Figure 1. Wires at chosen ports, followed through buffers (run 1).
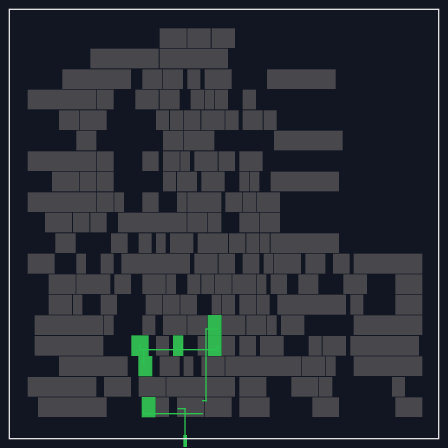
Figure 2. Cell placement (run 1).
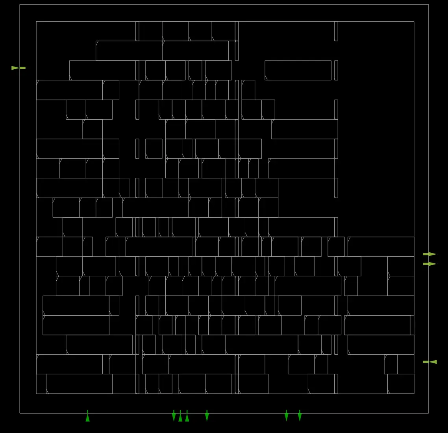
Figure 3. Met2 routing (run 1).
Cells faint in the background.
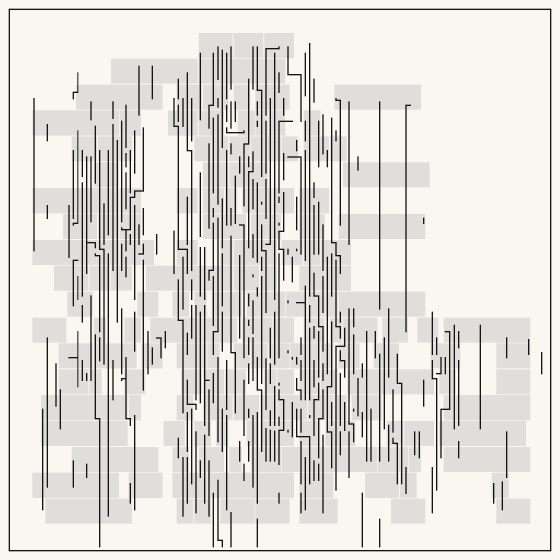
Figure 4. Cell classes on the final placement (run 1).
Fill, decap, tap and diode cells in gray.
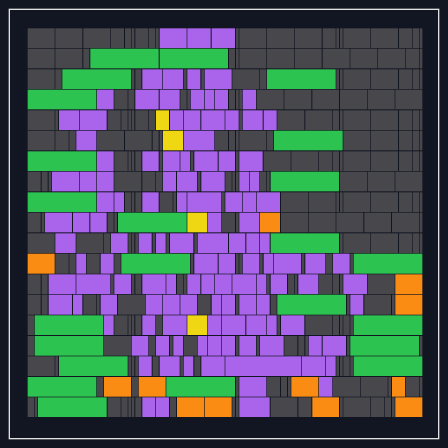
[config.mk]
export PLATFORM = sky130hd
export DESIGN_NAME = clksel_ctrl_flat
export DESIGN_NICKNAME = d
export VERILOG_FILES = /design/src/rtl/clksel_ctrl_if.sv /design/src/rtl/clksel_ctrl.sv /design/src/flat_wrapper.sv
export SDC_FILE = /design/constraint.sdc
export NUM_CORES = 1
export LEC_CHECK = 0
export CAP_MARGIN = 20
export CORE_MARGIN = 2
export CORE_UTILIZATION = 52
export DETAILED_ROUTE_END_ITERATION = 10
export PLACE_DENSITY = 0.82
export SETUP_SLACK_MARGIN = 0.1
export SLEW_MARGIN = 15
export SYNTH_ARGS = -nofsm -noshare
export SYNTH_HDL_FRONTEND = slang
export SYNTH_SLANG_ARGS = --single-unit
[constraint.sdc]
create_clock -name i_clk -period 3.05 [get_ports i_clk]
set_input_delay 0.305 -clock i_clk [delete_from_list [all_inputs] [get_ports i_clk]]
set_output_delay 0.305 -clock i_clk [all_outputs]
set_load 0.05 [all_outputs]
[src/rtl/clksel_ctrl_if.sv]
// Request/status bundle between the register/SPI-side controller and clksel_ctrl.
// slave  : seen by clksel_ctrl (requests and PLL lock in, select/status out).
// master : seen by the requesting block.
// Signals:
//   i_req_valid / i_req_sel / o_req_ready : clock-select request handshake
//   i_pll_lock                            : raw PLL lock (asynchronous)
//   o_pll_en / o_sel                      : PLL enable and clock-switch select
//   o_busy / o_done / o_err               : status and completion/error pulses
interface clksel_ctrl_if;
    logic i_req_valid;
    logic i_req_sel;
    logic o_req_ready;
    logic i_pll_lock;
    logic o_pll_en;
    logic o_sel;
    logic o_busy;
    logic o_done;
    logic o_err;

    modport slave (
        input  i_req_valid, i_req_sel, i_pll_lock,
        output o_req_ready, o_pll_en, o_sel, o_busy, o_done, o_err
    );

    modport master (
        output i_req_valid, i_req_sel, i_pll_lock,
        input  o_req_ready, o_pll_en, o_sel, o_busy, o_done, o_err
    );
endinterface

[src/rtl/clksel_ctrl.sv]
// Clock-select sequencer in front of the dynamic clock switch.
// Enables the clock-B PLL and waits for synchronised lock before raising o_sel,
// holds a settle dwell after every o_sel edge, and falls back to clock A on lock loss.
// Ports:
//   i_clk      : always-on oscillator clock
//   i_areset_n : asynchronous active-low reset
//   bus        : clksel_ctrl_if.slave (request handshake, PLL lock/enable, select, status)
module clksel_ctrl #(
    parameter int unsigned LOCK_TIMEOUT  = 4096,
    parameter int unsigned SETTLE_CYCLES = 64,
    parameter int unsigned SYNC_STAGES   = 2
) (
    input  logic         i_clk,
    input  logic         i_areset_n,
    clksel_ctrl_if.slave bus
);

    localparam int unsigned CNT_SPAN = (LOCK_TIMEOUT > SETTLE_CYCLES) ? LOCK_TIMEOUT : SETTLE_CYCLES;
    localparam int unsigned CW       = $clog2(CNT_SPAN) + 1;
    localparam logic [CW-1:0] TIMEOUT_LAST = CW'(LOCK_TIMEOUT - 1);
    localparam logic [CW-1:0] SETTLE_LAST  = CW'(SETTLE_CYCLES - 1);

    typedef enum logic [2:0] {
        IDLE,
        WAIT_LOCK,
        SETTLE_B,
        SETTLE_A,
        PLL_OFF
    } state_t;

    state_t                 state_q;
    logic [SYNC_STAGES-1:0] sync_q;
    logic [CW-1:0]          cnt_q;
    logic [CW-1:0]          cnt_d;
    logic                   sel_q;
    logic                   pll_en_q;
    logic                   busy_q;
    logic                   done_q;
    logic                   err_q;
    logic                   lock_s;

    assign lock_s = sync_q[SYNC_STAGES-1];

    // Saturating increment: the counter never wraps back to zero.
    always_comb begin
        cnt_d = cnt_q;
        if (cnt_q != '1) begin
            cnt_d = cnt_q + CW'(1);
        end
    end

    always_ff @(posedge i_clk or negedge i_areset_n) begin
        if (!i_areset_n) begin
            sync_q <= '0;
        end else begin
            sync_q <= {sync_q[SYNC_STAGES-2:0], bus.i_pll_lock};
        end
    end

    always_ff @(posedge i_clk or negedge i_areset_n) begin
        if (!i_areset_n) begin
            state_q  <= IDLE;
            cnt_q    <= '0;
            sel_q    <= 1'b0;
            pll_en_q <= 1'b0;
            busy_q   <= 1'b0;
            done_q   <= 1'b0;
            err_q    <= 1'b0;
        end else begin
            done_q <= 1'b0;
            err_q  <= 1'b0;
            case (state_q)
                IDLE: begin
                    if (sel_q && !lock_s) begin
                        // Lock loss while running on clock B: drop back to A.
                        sel_q   <= 1'b0;
                        err_q   <= 1'b1;
                        cnt_q   <= '0;
                        busy_q  <= 1'b1;
                        state_q <= SETTLE_A;
                    end else if (bus.i_req_valid) begin
                        if (bus.i_req_sel == sel_q) begin
                            done_q <= 1'b1;
                        end else if (bus.i_req_sel) begin
                            pll_en_q <= 1'b1;
                            cnt_q    <= '0;
                            busy_q   <= 1'b1;
                            state_q  <= WAIT_LOCK;
                        end else begin
                            sel_q   <= 1'b0;
                            cnt_q   <= '0;
                            busy_q  <= 1'b1;
                            state_q <= SETTLE_A;
                        end
                    end
                end
                WAIT_LOCK: begin
                    cnt_q <= cnt_d;
                    // Lock is tested first so it wins over a coincident timeout.
                    if (lock_s) begin
                        sel_q   <= 1'b1;
                        cnt_q   <= '0;
                        state_q <= SETTLE_B;
                    end else if (cnt_q == TIMEOUT_LAST) begin
                        pll_en_q <= 1'b0;
                        err_q    <= 1'b1;
                        busy_q   <= 1'b0;
                        state_q  <= IDLE;
                    end
                end
                SETTLE_B: begin
                    if (!lock_s) begin
                        sel_q   <= 1'b0;
                        err_q   <= 1'b1;
                        cnt_q   <= '0;
                        state_q <= SETTLE_A;
                    end else if (cnt_q == SETTLE_LAST) begin
                        done_q  <= 1'b1;
                        busy_q  <= 1'b0;
                        state_q <= IDLE;
                    end else begin
                        cnt_q <= cnt_d;
                    end
                end
                SETTLE_A: begin
                    // PLL stays enabled until the switch has settled on clock A.
                    if (cnt_q == SETTLE_LAST) begin
                        pll_en_q <= 1'b0;
                        done_q   <= 1'b1;
                        state_q  <= PLL_OFF;
                    end else begin
                        cnt_q <= cnt_d;
                    end
                end
                PLL_OFF: begin
                    busy_q  <= 1'b0;
                    state_q <= IDLE;
                end
                default: begin
                    sel_q    <= 1'b0;
                    pll_en_q <= 1'b0;
                    busy_q   <= 1'b0;
                    cnt_q    <= '0;
                    state_q  <= IDLE;
                end
            endcase
        end
    end

    assign bus.o_sel       = sel_q;
    assign bus.o_pll_en    = pll_en_q;
    assign bus.o_busy      = busy_q;
    assign bus.o_req_ready = ~busy_q;
    assign bus.o_done      = done_q;
    assign bus.o_err       = err_q;

endmodule

[src/flat_wrapper.sv]
// flat-port wrapper written by rule: the top's interface ports become plain ports
module clksel_ctrl_flat 
#(
    parameter int unsigned LOCK_TIMEOUT  = 4096,
    parameter int unsigned SETTLE_CYCLES = 64,
    parameter int unsigned SYNC_STAGES   = 2
)
  (i_clk, i_areset_n, bus_i_req_valid, bus_i_req_sel, bus_i_pll_lock, bus_o_req_ready, bus_o_pll_en, bus_o_sel, bus_o_busy, bus_o_done, bus_o_err);
  clksel_ctrl_if bus_i ();
  input  logic i_clk;
  input  logic i_areset_n;
  input wire logic [$bits(bus_i.i_req_valid)-1:0] bus_i_req_valid;
  input wire logic [$bits(bus_i.i_req_sel)-1:0] bus_i_req_sel;
  input wire logic [$bits(bus_i.i_pll_lock)-1:0] bus_i_pll_lock;
  output wire logic [$bits(bus_i.o_req_ready)-1:0] bus_o_req_ready;
  output wire logic [$bits(bus_i.o_pll_en)-1:0] bus_o_pll_en;
  output wire logic [$bits(bus_i.o_sel)-1:0] bus_o_sel;
  output wire logic [$bits(bus_i.o_busy)-1:0] bus_o_busy;
  output wire logic [$bits(bus_i.o_done)-1:0] bus_o_done;
  output wire logic [$bits(bus_i.o_err)-1:0] bus_o_err;
  assign bus_i.i_req_valid = bus_i_req_valid;
  assign bus_i.i_req_sel = bus_i_req_sel;
  assign bus_i.i_pll_lock = bus_i_pll_lock;
  assign bus_o_req_ready = bus_i.o_req_ready;
  assign bus_o_pll_en = bus_i.o_pll_en;
  assign bus_o_sel = bus_i.o_sel;
  assign bus_o_busy = bus_i.o_busy;
  assign bus_o_done = bus_i.o_done;
  assign bus_o_err = bus_i.o_err;
  clksel_ctrl #(.LOCK_TIMEOUT(LOCK_TIMEOUT), .SETTLE_CYCLES(SETTLE_CYCLES), .SYNC_STAGES(SYNC_STAGES)) u_core (.i_clk(i_clk), .i_areset_n(i_areset_n), .bus(bus_i));
endmodule
==> run notes, run 1 <==
fresh numbers from the pnr run: drt pass-1 iters=4, WL/cell=17.9 um, number of synthesized flops with an enable pin=0, largest net degree at the start of global routing=24, Hold Path Origin=u_core.sync_q[0], stage-log warning count=26, Pwr Density=380 nW/um2, Worst R2R Start=u_core.cnt_q[8], XOR/XNOR share of the synthesized area=0%, synthesized area=1450 um2, fp util=53.4%, M3 GR Usage=2.30%, CTS buffer count=3, Net Count, Synth=162, distinct lib cells=48, Placer Congestion=0.936, aoi share=30.0%, Worst Setup Slack, final=0.610 ns, clock slew at reported path FFs=0.14 ns, antenna cell count=0, Num Clock Sinks=23, DRT iter0 DRCs=60, startpoint types=flop, Max Cap Viol=0, clk_skew=0.0151 ns, top cells by area=dfrtp_1, a32o_1, and3_1, nand2_1, o211ai_1, Tot GR Track Use=23.3%, Final Max-Slew Violation Tally=0, Synth Area in Adders=0.864%, remaining antenna violation count after routing=0, final period utilization=80.0%, Mux cell area share=1.47%, H-tree depth=1, leading area contributor after synthesis=dfrtp_1, crit path from=u_core.cnt_q[8], GRT busiest layer=met2, cell count after synthesis=156, RSZ-0062 raised after global routing=no, WHS=0.370 ns, Die Y=56.8 um, commonest register cell after synthesis=dfrtp_1, fmax=0.410 GHz, Slew headroom=57.8%, fin area=1590 um2, layout cell share with drive strength beyond 1=7.36%, clk root buf=clkbuf_4, ys async rst share=100%, CP arrival=2.66 ns, Area after DPL=1560 um2, Fin Setup TNS=0 ns, dpl hpwl=2470 um, CTS tree=built, met1 Use GR=33.1%, vias per cell=7.06, WP data required=3.27 ns, vias in the first global route=1300, Post-Synthesis Mean Instance Area=9.28 um2, Late-Pin Clk Latency=0.32 ns, ys flops=23, antenna violations before repair=0, worst hold path type=reg2reg, Seq share, synth=39.8%, gr ovfl total=0, row cnt=19, I/O pin total=11, Fin. Hold Viols=0, P&R area growth vs syn=10.0%, final layout net count=170, number of buffers added on ports=10, Worst-Margin Slew=0.632 ns, FF-to-FF setup slack=0.61 ns, overall power=605 uW, chip area=3220 um2, die width=56.8 um, critical path capture point type=flop, outcome=complete, no violations, P_leak=0.000657 uW, Worst VDD drop=0.352 mV, first-pass GRT wire length=5980 um, DRC=0, min Tclk post-route=2.44 ns, pre-CTS WS=0.625 ns, crit-path max FO=8, Final setup violation count=0
Back to the opening pictures, Figure 1:
Green marks bus_i_req_sel, bits 1, direction input, edge bottom, end cells 6, buffers 1, wire 38.3 um.

Back to the opening pictures, Figure 2:
Tap Count: 31
Core ar.: 2710 um2
# fillers: 240

Back to the opening pictures, Figure 3:
The layer carries 1720 um of wire. The longest straight run is 27.5 um. The wires run mostly vertical. The layer holds 50% of the routed length. 146 nets have wire on it.
total routed wirelength: 3470 um
routed via count: 1370
grt met2 use: 37.2%

Back to the opening pictures, Figure 4:
Orange marks other buffers and delay cells, cells 12, share of their area 7.2%. Green marks flops, cells 23, share of their area 37%. Purple marks combinational and other logic, cells 124, share of their area 54%. Yellow marks clock drivers and dummy loads, cells 4, share of their area 1.8%.

## run 1: per-stage QoR
stage          std cells  utilization (%)
6_report             194             58.8
5_1_grt              194             58.8
4_1_cts              193             58.6
3_5_place_dp         189             57.6
3_3_place_gp         189             57.6
2_1_floorplan        156                -
## run 1: flip-flops by register name (all words and copies together) (netlist names)
signal,flops
u_core.cnt_q,13
u_core.state_q,3
u_core.sync_q,2
u_core.bus.o_busy,1
u_core.bus.o_done,1
u_core.bus.o_err,1
u_core.bus.o_pll_en,1
u_core.bus.o_sel,1
## run 1: per-layer routing
layer / routed length [um] / vias to the layer above / part of all wire [%]
li1: - / 633 / -
met1: 1470 / 669 / 42
met2: 1720 / 64 / 50
met3: 249 / 4 / 7.2
met4: 29 / 0 / 0.84
met5: 0 / - / 0
## run 1: worst max-delay path, stage by stage (launching register included)
cell and delay, ns:
dfrtp_1 0.47, or4_4 0.55, or4_4 0.52, and2_4 0.19
a2111oi_4 0.27, mux2_1 0.36
## run 1: layout make-up
type | instances | area [um2]
inverter | 3 | 11.3
clock inverter | 1 | 5.00
fill | 240 | 1120
clock buffer | 3 | 22.5
multi-input combinational | 121 | 827
timing repair buffer | 12 | 113
tap | 31 | 38.8
sequential | 23 | 576
## run 1: timing repair
action	CTS	global route
gates resized	0	0
buffers inserted	0	0
hold buffers	0	1
endpoints found under the hold margin	0	23
setup endpoints to repair	0	0
## run 1: cells by family after synthesis
kind of cell / after synthesis
adder cells (fa/ha/maj): 1
AND/OR/NAND/NOR: 61
buffers and inverters: 12
multiplexers: 2
flip-flops: 23
AND-OR/OR-AND: 57
## run 1: cell usage after synthesis, drive strengths merged (3+ instances only)
master / number
dfrtp: 23
o21ai: 13
nand2: 10
clkbuf: 8
nor2: 7
a21oi: 6
and2: 6
and3: 6
nand3: 5
nand4: 5
o211ai: 5
a32o: 4
and4: 4
nor3: 4
a221oi: 3
inv: 3
nand2b: 3
nor2b: 3
o21a: 3
o22a: 3
o31a: 3
## run 1: report_power, final
part	leakage (uW)	switching, uW	internal [uW]
registers	0.000290	28.1	332
clock network	0.0000177	95.8	49.0
logic	0.000350	47.0	52.2
total	0.000657	171	434
## run 1: placed cells by master (no fill, tap or decap), types with 4 or more instances in the layout
cell and count:
and2_1 5, clkdlybuf4s50_1 9, nor3_1 4, and4_1 4, dfrtp_1 23, nand2_1 10
nor2_1 7, o211ai_1 5, o21ai_0 6, a32o_1 4, and3_1 6, nand3_1 5
nand4_1 5, o21ai_1 7, a21oi_1 6
## run 1: final timing paths
| kind | end | cells after the start |
|---|---|---|
| max reg2reg | u_core.bus.o_pll_en | 5 |
| min | u_core.sync_q[1] | 0 |
| min in group asynchronous | u_core.bus.o_busy | 2 |
| max | u_core.bus.o_pll_en | 5 |
| min reg2reg | u_core.sync_q[1] | 0 |
| max in group asynchronous | u_core.cnt_q[10] | 2 |
Figure 5. M3 wires (run 1).
Scale bar: 20 um.
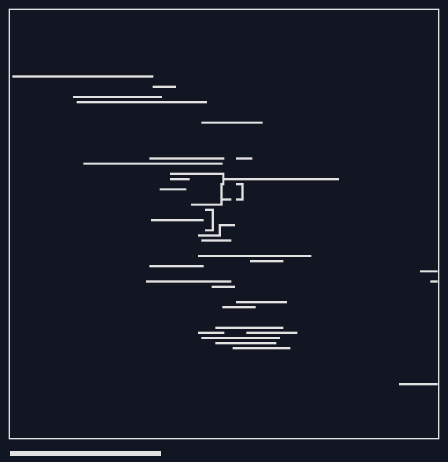

==> inputs of run 2 (changes only) <==
--- a/config.mk
+++ b/config.mk
@@ -9,7 +9,7 @@
 export CORE_MARGIN = 2
 export CORE_UTILIZATION = 52
 export DETAILED_ROUTE_END_ITERATION = 10
-export PLACE_DENSITY = 0.82
+export PLACE_DENSITY = 0.85
 export SETUP_SLACK_MARGIN = 0.1
 export SLEW_MARGIN = 15
 export SYNTH_ARGS = -nofsm -noshare
==> constraint.sdc (replaced) <==
create_clock -name i_clk -period 2.2 [get_ports i_clk]
set_input_delay 0.22 -clock i_clk [delete_from_list [all_inputs] [get_ports i_clk]]
set_output_delay 0.22 -clock i_clk [all_outputs]
set_load 0.05 [all_outputs]
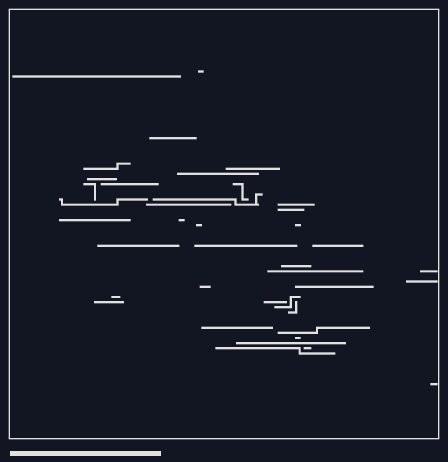
Figure 6: run 2, M3 wires.
Scale bar: 20 um.
The layer carries 261 um of wire. The wires run mostly horizontal. 31 nets have wire on it.

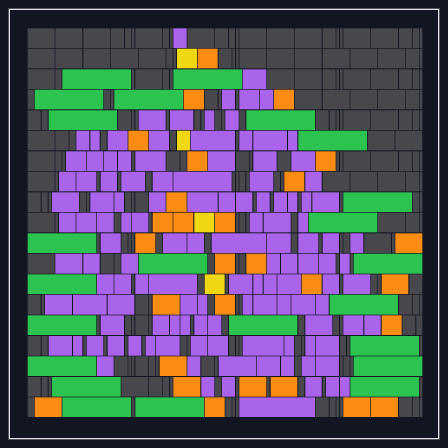
Figure 7: run 2, cell classes on the final placement.
Fill, decap, tap and diode cells in gray.
Yellow marks clock drivers and dummy loads, cells 4, share of their area 1.6%. Orange marks other buffers and delay cells, cells 28, share of their area 13%. Green marks flops, cells 23, share of their area 33%. Purple marks combinational and other logic, cells 124, share of their area 52%.
post-layout util: 65.8%
fin area: 1780 um2
row cnt: 19
sequential cell area share: 32.3%

==> run notes, run 2 <==
fresh numbers from the pnr run: Commonest cells post-synth=dfrtp_1, nand2_1, clkbuf_1, crit path from=u_core.cnt_q[9], Final setup violation count=0 (unchanged), gr ovfl total=0 (unchanged), cell count after synthesis=156 (unchanged), Top Layout Cells=dfrtp_1, buf_4, clkdlybuf4s50_1, antenna violations before repair=0 (unchanged), clk_skew=0.00882 ns (-0.00624 ns), number of flip-flops in the largest register=13 (unchanged), worst hold path type=in2async, Placer Congestion=0.905 (-3.3%), Post-Synthesis Mean Instance Area=9.28 um2 (unchanged), ys flops=23 (unchanged), Fin. Hold Viols=0 (unchanged), ys async rst share=100% (unchanged), Area leader share=39.8%, Worst Setup Slack, final=0.0160 ns (-0.594 ns), stage-log warning count=29 (+12%), min Tclk post-route=2.18 ns (-0.256 ns), Worst-Margin Slew=0.592 ns (-0.0401 ns), Late-Pin Clk Latency=0.32 ns (about the same), total routed wirelength=3930 um (+13%), cells in synth_stat.txt=156, P_leak=0.000757 uW (+15%), overall power=851 uW (+41%), comb area leader=AND-OR/OR-AND gates, clk root buf=clkbuf_4, Worst R2R Start=u_core.cnt_q[9], CTS tree=built, Num Clock Sinks=23 (unchanged), Core ar.=2710 um2 (unchanged), startpoint types=flop, yosys stat chip area=1450 um2, Worst Setup EP=u_core.bus.o_pll_en, DRC=0 (unchanged), RSZ-0062 raised after global routing=yes, die width=56.8 um (unchanged), largest net degree at the start of global routing=24 (unchanged), final layout net count=186 (+9.4%), Final Max-Slew Violation Tally=0 (unchanged), Die Y=56.8 um (unchanged), reg2reg end=u_core.bus.o_pll_en, Seq share, synth=39.8% (unchanged), DRT iter0 DRCs=61 (+1.7%), Tot GR Track Use=24.5% (+1.2 points), top cells by area=dfrtp_1, a32o_1, and3_1, nand2_1, o211ai_1, layout cell share with drive strength beyond 1=20.7% (+13 points), remaining antenna violation count after routing=0 (unchanged), FF-to-FF setup slack=0.02 ns (-0.59 ns), aoi share=30.0% (unchanged), fp util=53.4% (unchanged), Slew headroom=60.3% (+2.5 points), routed via count=1445 (+5.5%), fmax=0.458 GHz (+12%), number of buffers added on ports=10 (unchanged), Top Registers=u_core.cnt_q x13, u_core.state_q x3, u_core.sync_q x2, WS Path Type=reg2reg, most numerous logic cell after layout=dfrtp_1, R2R depth=5 (unchanged), WL/cell=18.7 um (+4.6%), I/O pin total=11 (unchanged), P&R area growth vs syn=23.2%, antenna cell count=0 (unchanged), CP arrival=2.41 ns (-0.25 ns), final period utilization=99.3% (+19 points), Synth Area in Adders=0.864% (unchanged), critical path capture point type=flop, outcome=complete, no violations, Net Count, Synth=162 (unchanged), Reg with most FFs=u_core.cnt_q, Worst VDD drop=0.454 mV (+29%), Max Cap Viol=0 (unchanged), H-tree depth=1 (unchanged), post-cts hold-fix buffer tally=0 (unchanged), vias per cell=6.88 (-2.6%), distinct lib cells=48 (unchanged), Layout Cells excl Fill=210 (+8.2%), yosys simple share=24.8%, count leader, synth=dfrtp_1, commonest register cell after synthesis=dfrtp_1, clock slew at reported path FFs=0.14 ns (about the same), XOR/XNOR share of the synthesized area=0% (unchanged), vias in the first global route=1399 (+7.6%), leading area contributor after synthesis=dfrtp_1, CTS buffer count=3 (unchanged), crit-path max FO=2 (-6), dpl hpwl=2670 um (+7.9%), chip area=3220 um2 (unchanged), synthesized area=1450 um2 (unchanged), Mux cell area share=1.47% (unchanged), Area after DPL=1670 um2 (+6.7%), drt pass-1 iters=4 (unchanged), number of synthesized flops with an enable pin=0 (unchanged), pre-CTS WS=0.0113 ns (-0.614 ns), first-pass GRT wire length=6250 um (+4.6%), WP data required=2.43 ns (-0.84 ns), synth warn=0, # placed instances=203 (+7.4%), Max clock buf depth=2, Pwr Density=477 nW/um2 (+26%)
-- run 2: cell type report --
type                       instances  area (um2)
clock buffer                       3        22.5
clock inverter                     1        5.00
fill                             226         927
inverter                           3        11.3
multi-input combinational        121         895
sequential                        23         576
tap                               31        38.8
timing repair buffer              28         235
-- run 2: kinds of logic (layout without fill, tap and decap cells) --
| kind of cell | count (synthesis) | after routing |
|---|---|---|
| AND-OR/OR-AND | 57 | 57 |
| flip-flops | 23 | 23 |
| adder cells (fa/ha/maj) | 1 | 1 |
| multiplexers | 2 | 2 |
| AND/OR/NAND/NOR | 61 | 61 |
| buffers and inverters | 12 | 35 |
-- run 2: how the worst min path moves through the flow --
stage                     start                 to  slack [ns]  cells after the start
3_3_place_gp   u_core.sync_q[0]   u_core.sync_q[1]        0.33                      0
2_1_floorplan        i_areset_n  u_core.bus.o_busy       -0.08                      0
3_5_place_dp   u_core.sync_q[0]   u_core.sync_q[1]        0.34                      0
6_report             i_areset_n  u_core.bus.o_busy        0.24                      2
5_1_grt              i_areset_n  u_core.bus.o_busy        0.27                      2
4_1_cts              i_areset_n   u_core.bus.o_sel        0.25                      2
-- run 2: repair_timing --
action,4_1_cts,5_1_grt
pin swaps,2,4
resized,2,12
gates cloned,0,0
setup buffers,1,2
setup endpoints to repair,8,14
-- run 2: stage by stage --
| stage | hold slack [ns] | TNS, ns |
|---|---|---|
| global placement | 0.334 | 0 |
| global route | 0.266 | -0.0372 |
| detailed placement | 0.336 | 0 |
| floorplan | -0.0756 | -0.0130 |
| CTS | 0.254 | 0 |
| finish | 0.240 | 0 |
-- run 2: power breakdown --
group          switching, uW  total [uW]  internal [uW]  leakage (uW)
sequential              40.0         501            461      0.000290
clock                    136         204           68.1     0.0000177
combinational           70.5         147           76.2      0.000449
-- run 2: critical path, cell delays in order (launching register included) --
cell,delay (ns)
dfrtp_1,0.40
or4_4,0.53
or4_4,0.43
and2_4,0.19
a2111oi_4,0.21
mux2_4,0.33
-- run 2: routing by layer --
metal	share of wire, %	GRT usage [%]	vias up
met5	0	0	-
met2	49	40.4	74
met4	1.9	11.3	0
met3	6.6	2.07	9
li1	-	-	660
met1	42	32.7	702
No activity file was given, so power comes from the tool's default toggle rates.
